Figure 1. Wiring by layer (run 1).
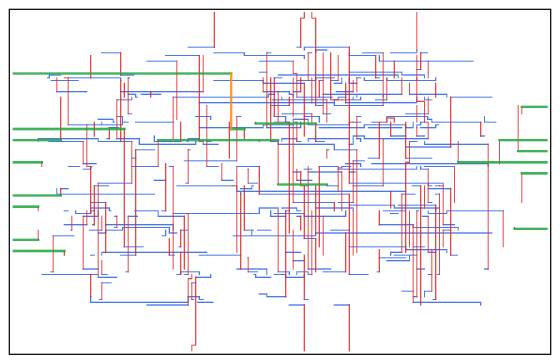
Figure 2. Cell classes on the final placement (run 1).
Scale bar: 20 microns.
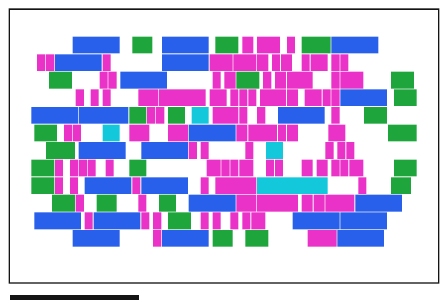
Figure 3. Routing congestion (run 1).
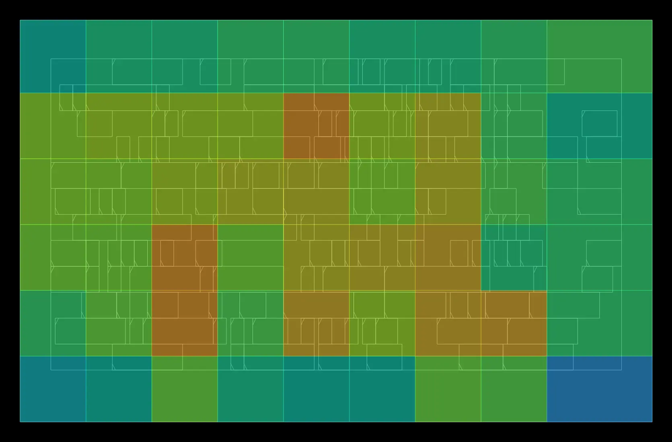
===== src/rtl/cdc_pkg.sv =====
// Shared clock-domain-crossing helpers: synchroniser depth limits and
// Gray-code utilities used by the pointer synchronisers of the async FIFO.
//
// The helpers work on a fixed 32-bit word. Callers zero-extend narrower
// pointers into that word. Zero bits above a pointer's MSB leave the
// Gray-to-binary prefix XOR unchanged, so one function serves every
// pointer width up to CDC_MAX_W.
package cdc_pkg;

    localparam int SYNC_MIN_STAGES = 2;
    localparam int SYNC_MAX_STAGES = 4;
    localparam int CDC_MAX_W       = 32;

    typedef logic [CDC_MAX_W-1:0] cdc_word_t;

    // Gray to binary: b[MSB] = g[MSB], b[i] = b[i+1] ^ g[i].
    function automatic cdc_word_t gray2bin(input cdc_word_t gray);
        cdc_word_t bin;
        bin[CDC_MAX_W-1] = gray[CDC_MAX_W-1];
        for (int i = CDC_MAX_W - 2; i >= 0; i--) begin
            bin[i] = bin[i+1] ^ gray[i];
        end
        return bin;
    endfunction

    // A legal Gray step changes at most one bit (Hamming distance <= 1).
    function automatic logic gray_step_ok(input cdc_word_t cur, input cdc_word_t prev);
        cdc_word_t   diff;
        int unsigned ones;
        diff = cur ^ prev;
        ones = 32'd0;
        for (int i = 0; i < CDC_MAX_W; i++) begin
            ones = ones + {31'd0, diff[i]};
        end
        return (ones <= 32'd1);
    endfunction

endpackage


===== src/rtl/sync_chain.sv =====
// Bare multi-flop synchroniser chain. No logic sits between stages, so the
// first flop is the only one that can see a metastable input. The chain is
// direction-agnostic and serves both the w2r and r2w pointer crossings.
module sync_chain #(
    parameter int WIDTH  = 5,
    parameter int STAGES = 2
) (
    input  logic             rclk,
    input  logic             rrst_n,
    input  logic [WIDTH-1:0] d,
    output logic [WIDTH-1:0] q
);

    logic [WIDTH-1:0] stage_r [STAGES];

    // Shift the asynchronous input through the chain; a synchronous reset clears every stage.
    always_ff @(posedge rclk) begin
        if (!rrst_n) begin
            for (int k = 0; k < STAGES; k++) begin
                stage_r[k] <= {WIDTH{1'b0}};
            end
        end else begin
            stage_r[0] <= d;
            for (int k = 1; k < STAGES; k++) begin
                stage_r[k] <= stage_r[k-1];
            end
        end
    end

    assign q = stage_r[STAGES-1];

endmodule


===== src/rtl/sync_w2r_gray.sv =====
// Write-pointer synchroniser for the read side of the async FIFO.
// The block performs these steps in the rclk domain:
//   - carries the Gray write pointer through a STAGES-deep flop chain;
//   - registers its binary form;
//   - pulses rq_update whenever that binary value changes;
//   - sets a sticky rq_err on any multi-bit Gray step, which indicates a CDC fault.
// Update pulses and error checks stay masked until the chain and the binary
// register hold real data (warm-up of STAGES+1 cycles after reset).
//
// Optional build macro SYNC_W2R_FILL_EN adds two ports:
//   - rbin: local binary read pointer;
//   - rq_fill: registered FIFO fill level, (write binary - rbin) mod 2^(ASIZE+1).
module sync_w2r_gray
    import cdc_pkg::*;
#(
    parameter int ASIZE  = 4,
    parameter int STAGES = 2
) (
    input  logic           rclk,
    input  logic           rrst_n,
    input  logic [ASIZE:0] wptr,
    input  logic           err_clr,
    output logic [ASIZE:0] rq2_wptr,
    output logic [ASIZE:0] rq_wbin,
    output logic           rq_update,
    output logic           rq_err,
    output logic           rq_ready
`ifdef SYNC_W2R_FILL_EN
    ,
    input  logic [ASIZE:0] rbin,
    output logic [ASIZE:0] rq_fill
`endif
);

    localparam int PW    = ASIZE + 1;
    localparam int CNT_W = $clog2(STAGES + 2);
    localparam logic [CNT_W-1:0] WARM_DONE = CNT_W'(STAGES + 1);
    localparam logic [CNT_W-1:0] WARM_LAST = CNT_W'(STAGES);

    // Reject unsupported configurations at elaboration time.
    if ((STAGES < SYNC_MIN_STAGES) || (STAGES > SYNC_MAX_STAGES)) begin : g_stages_bad
        $error("sync_w2r_gray: STAGES must lie in 2..4");
    end
    if (PW > CDC_MAX_W) begin : g_width_bad
        $error("sync_w2r_gray: pointer wider than cdc_pkg helper word");
    end

    logic [ASIZE:0] prev_wptr_r;
    logic [ASIZE:0] wbin_next_s;
    logic [CNT_W-1:0] warm_cnt_r;
    logic [CNT_W-1:0] warm_cnt_next_s;
    logic           ready_next_s;
    logic           step_bad_s;
    logic           update_next_s;
    logic           err_next_s;

    sync_chain #(
        .WIDTH  (PW),
        .STAGES (STAGES)
    ) u_chain (
        .rclk   (rclk),
        .rrst_n (rrst_n),
        .d      (wptr),
        .q      (rq2_wptr)
    );

    // Binary conversion of the synchronised pointer, feeding rq_wbin one cycle later.
    always_comb begin
        wbin_next_s = PW'(gray2bin(cdc_word_t'(rq2_wptr)));
    end

    // The warm-up counter saturates at STAGES+1; ready is asserted on the edge that reaches it.
    always_comb begin
        warm_cnt_next_s = warm_cnt_r;
        if (warm_cnt_r == WARM_DONE) begin
            warm_cnt_next_s = warm_cnt_r;
        end else begin
            warm_cnt_next_s = warm_cnt_r + CNT_W'(1);
        end
        ready_next_s = (warm_cnt_r >= WARM_LAST);
    end

    // Change strobe and Gray step check, both masked until warm-up completes.
    always_comb begin
        update_next_s = 1'b0;
        step_bad_s    = 1'b0;
        if (rq_ready) begin
            update_next_s = (wbin_next_s != rq_wbin);
            step_bad_s    = !gray_step_ok(cdc_word_t'(rq2_wptr), cdc_word_t'(prev_wptr_r));
        end else begin
            update_next_s = 1'b0;
            step_bad_s    = 1'b0;
        end
    end

    // Sticky error: a new violation takes priority over a clear request.
    always_comb begin
        err_next_s = rq_err;
        if (step_bad_s) begin
            err_next_s = 1'b1;
        end else if (err_clr) begin
            err_next_s = 1'b0;
        end else begin
            err_next_s = rq_err;
        end
    end

    // Output and status registers; reset discards all in-flight state.
    always_ff @(posedge rclk) begin
        if (!rrst_n) begin
            prev_wptr_r <= {PW{1'b0}};
            rq_wbin     <= {PW{1'b0}};
            warm_cnt_r  <= {CNT_W{1'b0}};
            rq_ready    <= 1'b0;
            rq_update   <= 1'b0;
            rq_err      <= 1'b0;
        end else begin
            prev_wptr_r <= rq2_wptr;
            rq_wbin     <= wbin_next_s;
            warm_cnt_r  <= warm_cnt_next_s;
            rq_ready    <= ready_next_s;
            rq_update   <= update_next_s;
            rq_err      <= err_next_s;
        end
    end

`ifdef SYNC_W2R_FILL_EN
    // Fill level in modular pointer arithmetic, aligned with rq_wbin.
    always_ff @(posedge rclk) begin
        if (!rrst_n) begin
            rq_fill <= {PW{1'b0}};
        end else begin
            rq_fill <= wbin_next_s - rbin;
        end
    end
`else
    // No fill tracking in this build; the pointer path above is complete.
`endif

endmodule

===== config.mk =====
export PLATFORM = sky130hd
export DESIGN_NAME = sync_w2r_gray
export DESIGN_NICKNAME = d
export VERILOG_FILES = /design/src/rtl/cdc_pkg.sv /design/src/rtl/sync_chain.sv /design/src/rtl/sync_w2r_gray.sv
export SDC_FILE = /design/constraint.sdc
export NUM_CORES = 1
export LEC_CHECK = 0
export ABC_AREA = 1
export CAP_MARGIN = 25
export CORE_ASPECT_RATIO = 0.6
export CORE_MARGIN = 3
export CORE_UTILIZATION = 50
export DETAILED_ROUTE_END_ITERATION = 10
export GPL_ROUTABILITY_DRIVEN = 0
export PLACE_DENSITY = 0.82
export SLEW_MARGIN = 20
export SYNTH_ARGS = -nofsm -noshare
export SYNTH_HDL_FRONTEND = slang
export SYNTH_SLANG_ARGS = --single-unit

===== constraint.sdc =====
create_clock -name rclk -period 2.04 [get_ports rclk]
set_input_delay 0.612 -clock rclk [delete_from_list [all_inputs] [get_ports rclk]]
set_output_delay 0.612 -clock rclk [all_outputs]
set_load 0.03 [all_outputs]

==> CHANGELOG.md, run 1 <==
### Metrics

- Delay-heaviest family, CP: buffers and inverters
- Yosys stat cell total: 130
- Non-Filler Instances: 178
- Iteration-0 DRC Markers: 42
- Setup TNS: 0 ns
- P_sw: 0.283 mW
- Most frequently placed logic cells in the final layout: 28 x nand2_1, 23 x inv_1, 23 x dfxtp_1
- Logic area: 452 sq um
- CTS max path bufs: 2
- Pins Over Slew Limit: 0
- Period utilization: 0.977
- Die Span Y: 42.1 microns
- Io pins: 21
- Initial antenna violation count: 0
- Rows: 12
- Status: finished clean
- Vias in the first global route: 748
- Placed wire-length estimate: 1.46 mm
- Proportion of synthesized chip area in sequential cells: 0.441
- Most frequent logic cell in the layout: nand2_1
- Die area: 2790 sq um
- Met1 Usage GRT: 0.188
- Total stage count of the critical path: 1
- Reg power frac: 0.491
- Flops after synth: 24
- WP data arrival: 1.38 ns
- Max Freq: 502 MHz
- Post-Syn Area: 1090 sq um
- Critical path class: flip-flop to primary output
- Clock slew at reported path FFs: 0.13 ns
- First-pass DRT Iterations: 4
- Register-to-Register Path Depth: 9
- Maximum vdd ir drop: 0.551 mV
- Sw frac: 0.265
- Reg2reg end: rq_err
- Power Total: 1.07 mW
Notes on Figure 1 above:
- orange: metal 4 (wire length 6.80 microns)
- red: metal 2 (wire length 821 microns)
- green: metal 3 (wire length 127 microns)
- blue: metal 1 (wire length 908 microns)
DR vias: 801
WL final: 1.86 mm
WL per Instance: 10.5 microns
total global-route track usage: 0.148

Notes on Figure 2 above:
- cyan: clock drivers and dummy loads (cells 4; share of their area 4.0%)
- blue: sequential cells (cells 24; share of their area 37%)
- magenta: combinational and other logic (cells 98; share of their area 42%)
- green: remaining buffers and delay cells (cells 24; share of their area 18%)
Core ar.: 1950 sq um
post-route cell area: 1350 sq um

Notes on Figure 3 above:
M2 GR Usage: 0.237
global route hottest layer: met2
global-route met3 utilization: 0.0643
final core utilization: 0.690

[run 1: area by class of cell]
type	count	area share
Multi-Input combinational cell	73	0.335
Timing Repair Buffer	24	0.173
Tap cell	28	0.0260
Inverter	25	0.0696
Clock inverter	1	0.0223
Sequential cell	24	0.357
Clock buffer	3	0.0167
[run 1: cells in the mapped netlist]
library cell,n
fa_1,1
a21oi_1,4
nand3_1,5
buf_4,6
or2_0,1
xor2_1,1
dfxtp_1,24
nand2_1,28
nand3b_1,4
nand2_4,3
nand3_4,2
inv_2,2
clkbuf_1,1
o21ai_1,1
nand2_2,2
nand3_2,4
xnor2_1,3
ha_1,3
clkbuf_8,1
nor2_1,8
or2_1,1
o21ai_0,2
inv_1,23
[run 1: kinds of logic (layout without fill, tap and decap cells)]
kind of cell	Yosys count	in the layout	share of synthesized area
DFF	24	24	0.441
AOI/OAI and AO/OA	7	7	0.0322
xor gates and xnor gates	4	4	0.0322
adders and majority gates	4	4	0.0529
buffers and inverters	33	53	0.144
and+or+nand+nor	58	58	0.298
[run 1: state kept, by name, indices dropped and copies added, names as in the netlist]
name	flops
warm_cnt_r	2
u_chain.stage_r	10
prev_wptr_r	4
rq_ready	1
rq_err	1
rq_update	1
rq_wbin	5
[run 1: metal layers]
| metal | share of wire | wire length (microns) | up-vias |
|---|---|---|---|
| met2 | 0.44 | 820 | 21 |
| met3 | 0.068 | 126 | 2 |
| li1 | - | - | 425 |
| met1 | 0.49 | 908 | 353 |
| met5 | 0 | 0 | - |
| met4 | 0.0032 | 6 | 0 |
[run 1: repair_timing]
item,in CTS,in global routing
setup endpoints to repair,4,4
hold endpoints to repair,0,0
resized,4,4
==> inputs of run 2 (changes only) <==
--- a/config.mk
+++ b/config.mk
@@ -10,6 +10,7 @@
 export CORE_ASPECT_RATIO = 0.6
 export CORE_MARGIN = 3
 export CORE_UTILIZATION = 50
+export CTS_CLUSTER_SIZE = 40
 export DETAILED_ROUTE_END_ITERATION = 10
 export GPL_ROUTABILITY_DRIVEN = 0
 export PLACE_DENSITY = 0.82
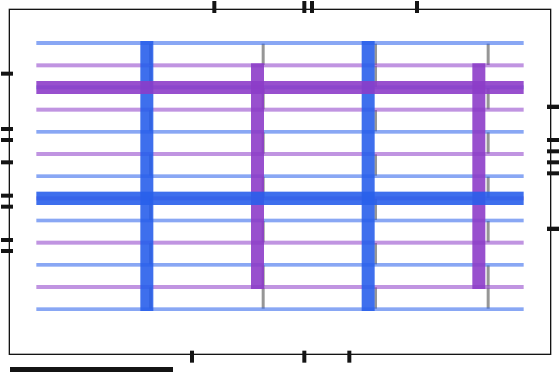
Figure 4: run 2, floorplan with the power grid.
Scale bar: 20 microns. Pins as bars on the die edge. Tap cells in grey.
- blue: VSS
- purple: VDD
- met4 straps: 4
- met5 straps: 2
- signal pins: 21
- tap cells: 28
- rows: 12
Die Span Y: 42.1 microns
Die X: 66.2 microns
maximum vdd ir drop: 0.551 mV

==> run 2 against run 1 <==
Wire length unchanged. Clock power about the same. Largest cell class unchanged. Highest routed layer unchanged. Core utilization unchanged. Critical path type unchanged. Sequential share of layout area is the same. Area after synthesis unchanged.
==> CHANGELOG.md, run 2 <==
### Metrics

- Proportion of synthesized chip area in sequential cells: 0.441 (unchanged)
- Most frequent logic cell in the layout: nand2_1
- CTS max path bufs: 2 (unchanged)
- Flops after synth: 24 (unchanged)
- Iteration-0 DRC Markers: 42 (unchanged)
- Max reg flops: 10 (unchanged)
- Total global-route track usage: 0.148 (unchanged)
- Placed wire-length estimate: 1.46 mm (unchanged)
- Reg power frac: 0.491 (about the same)
- Core ar.: 1950 sq um (unchanged)
- Clock slew at reported path FFs: 0.13 ns (about the same)
- Rows: 12 (unchanged)
- Commonest flop: dfxtp_1
- Sw frac: 0.265 (unchanged)
- Yosys stat cell total: 130 (unchanged)
- Status: finished clean
- WL final: 1.86 mm (unchanged)
- Period utilization: 0.977 (unchanged)
- Critical path class: flip-flop to primary output
- Most frequently placed logic cells in the final layout: 28 x nand2_1, 23 x inv_1, 23 x dfxtp_1
- Max Freq: 502 MHz (unchanged)
- Post-synth top cells: 28 x nand2_1, 24 x dfxtp_1, 23 x inv_1
- Post-Syn Area: 1090 sq um (unchanged)
- Pins Over Slew Limit: 0 (unchanged)
- Vias in the first global route: 748 (unchanged)
- First-pass DRT Iterations: 4 (unchanged)
- DR vias: 801 (unchanged)
- Power Total: 1.07 mW (unchanged)
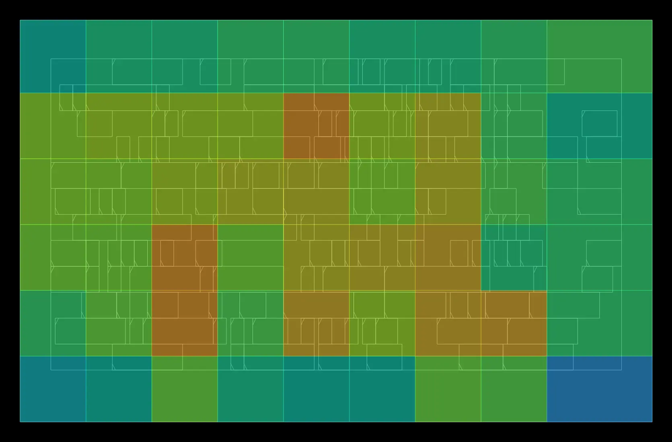
Figure 5: run 2, routing congestion.
met1 Usage GRT: 0.188

run 2: cell counts after synthesis:
Identical to the previous run, type by type.
run 2: what timing repair did:
item	CTS	global route
endpoints found under the setup margin	4	4
buffers inserted	0	0
gates resized	4	4
run 2: final cells by class:
class | count | area, sq um
inverters | 25 | 93.8
fillers | 162 | 604
flip-flops and latches | 24 | 482
clock buffers | 3 | 22.5
well taps | 28 | 35.0
multi-input cells | 73 | 452
repair buffers | 24 | 233
clock inverters | 1 | 30.0
run 2: logic make-up after synthesis:
family                   synth area share
adder cells (fa/ha/maj)            0.0529
XOR/XNOR                           0.0322
flip-flops                          0.441
buffers and inverters               0.144
AND/OR/NAND/NOR                     0.298
AND-OR/OR-AND                      0.0322
run 2: layer usage:
layer | part of all wire | track usage | routed length (microns)
met3 | 0.068 | 0.0643 | 126
met1 | 0.49 | 0.188 | 908
met4 | 0.0032 | 0.0243 | 6
met5 | 0 | 0 | 0
met2 | 0.44 | 0.237 | 820
run 2: final timing paths:
check / startpoint / to / slack, ns / cells after the start
max reg2reg: u_chain.stage_r[0][5] / rq_err / 0.14 / 9
min: u_chain.stage_r[0][1] / u_chain.stage_r[0][6] / 0.42 / 2
min reg2reg: u_chain.stage_r[0][1] / u_chain.stage_r[0][6] / 0.42 / 2
max: rq_wbin[0] / rq_wbin[0] / 0.05 / 1
run 2: per-stage QoR:
| step | util | instance area [sq um] | instances |
|---|---|---|---|
| final | 0.690 | 1350 | 178 |
| after global routing | 0.690 | 1350 | 178 |
| after CTS | 0.686 | 1340 | 178 |
| after detailed placement | 0.662 | 1290 | 174 |
| after global placement | 0.662 | 1290 | 174 |
| after floorplan | - | 1090 | 130 |
Power figures rest on the tool's default switching activity, not on a simulated workload.
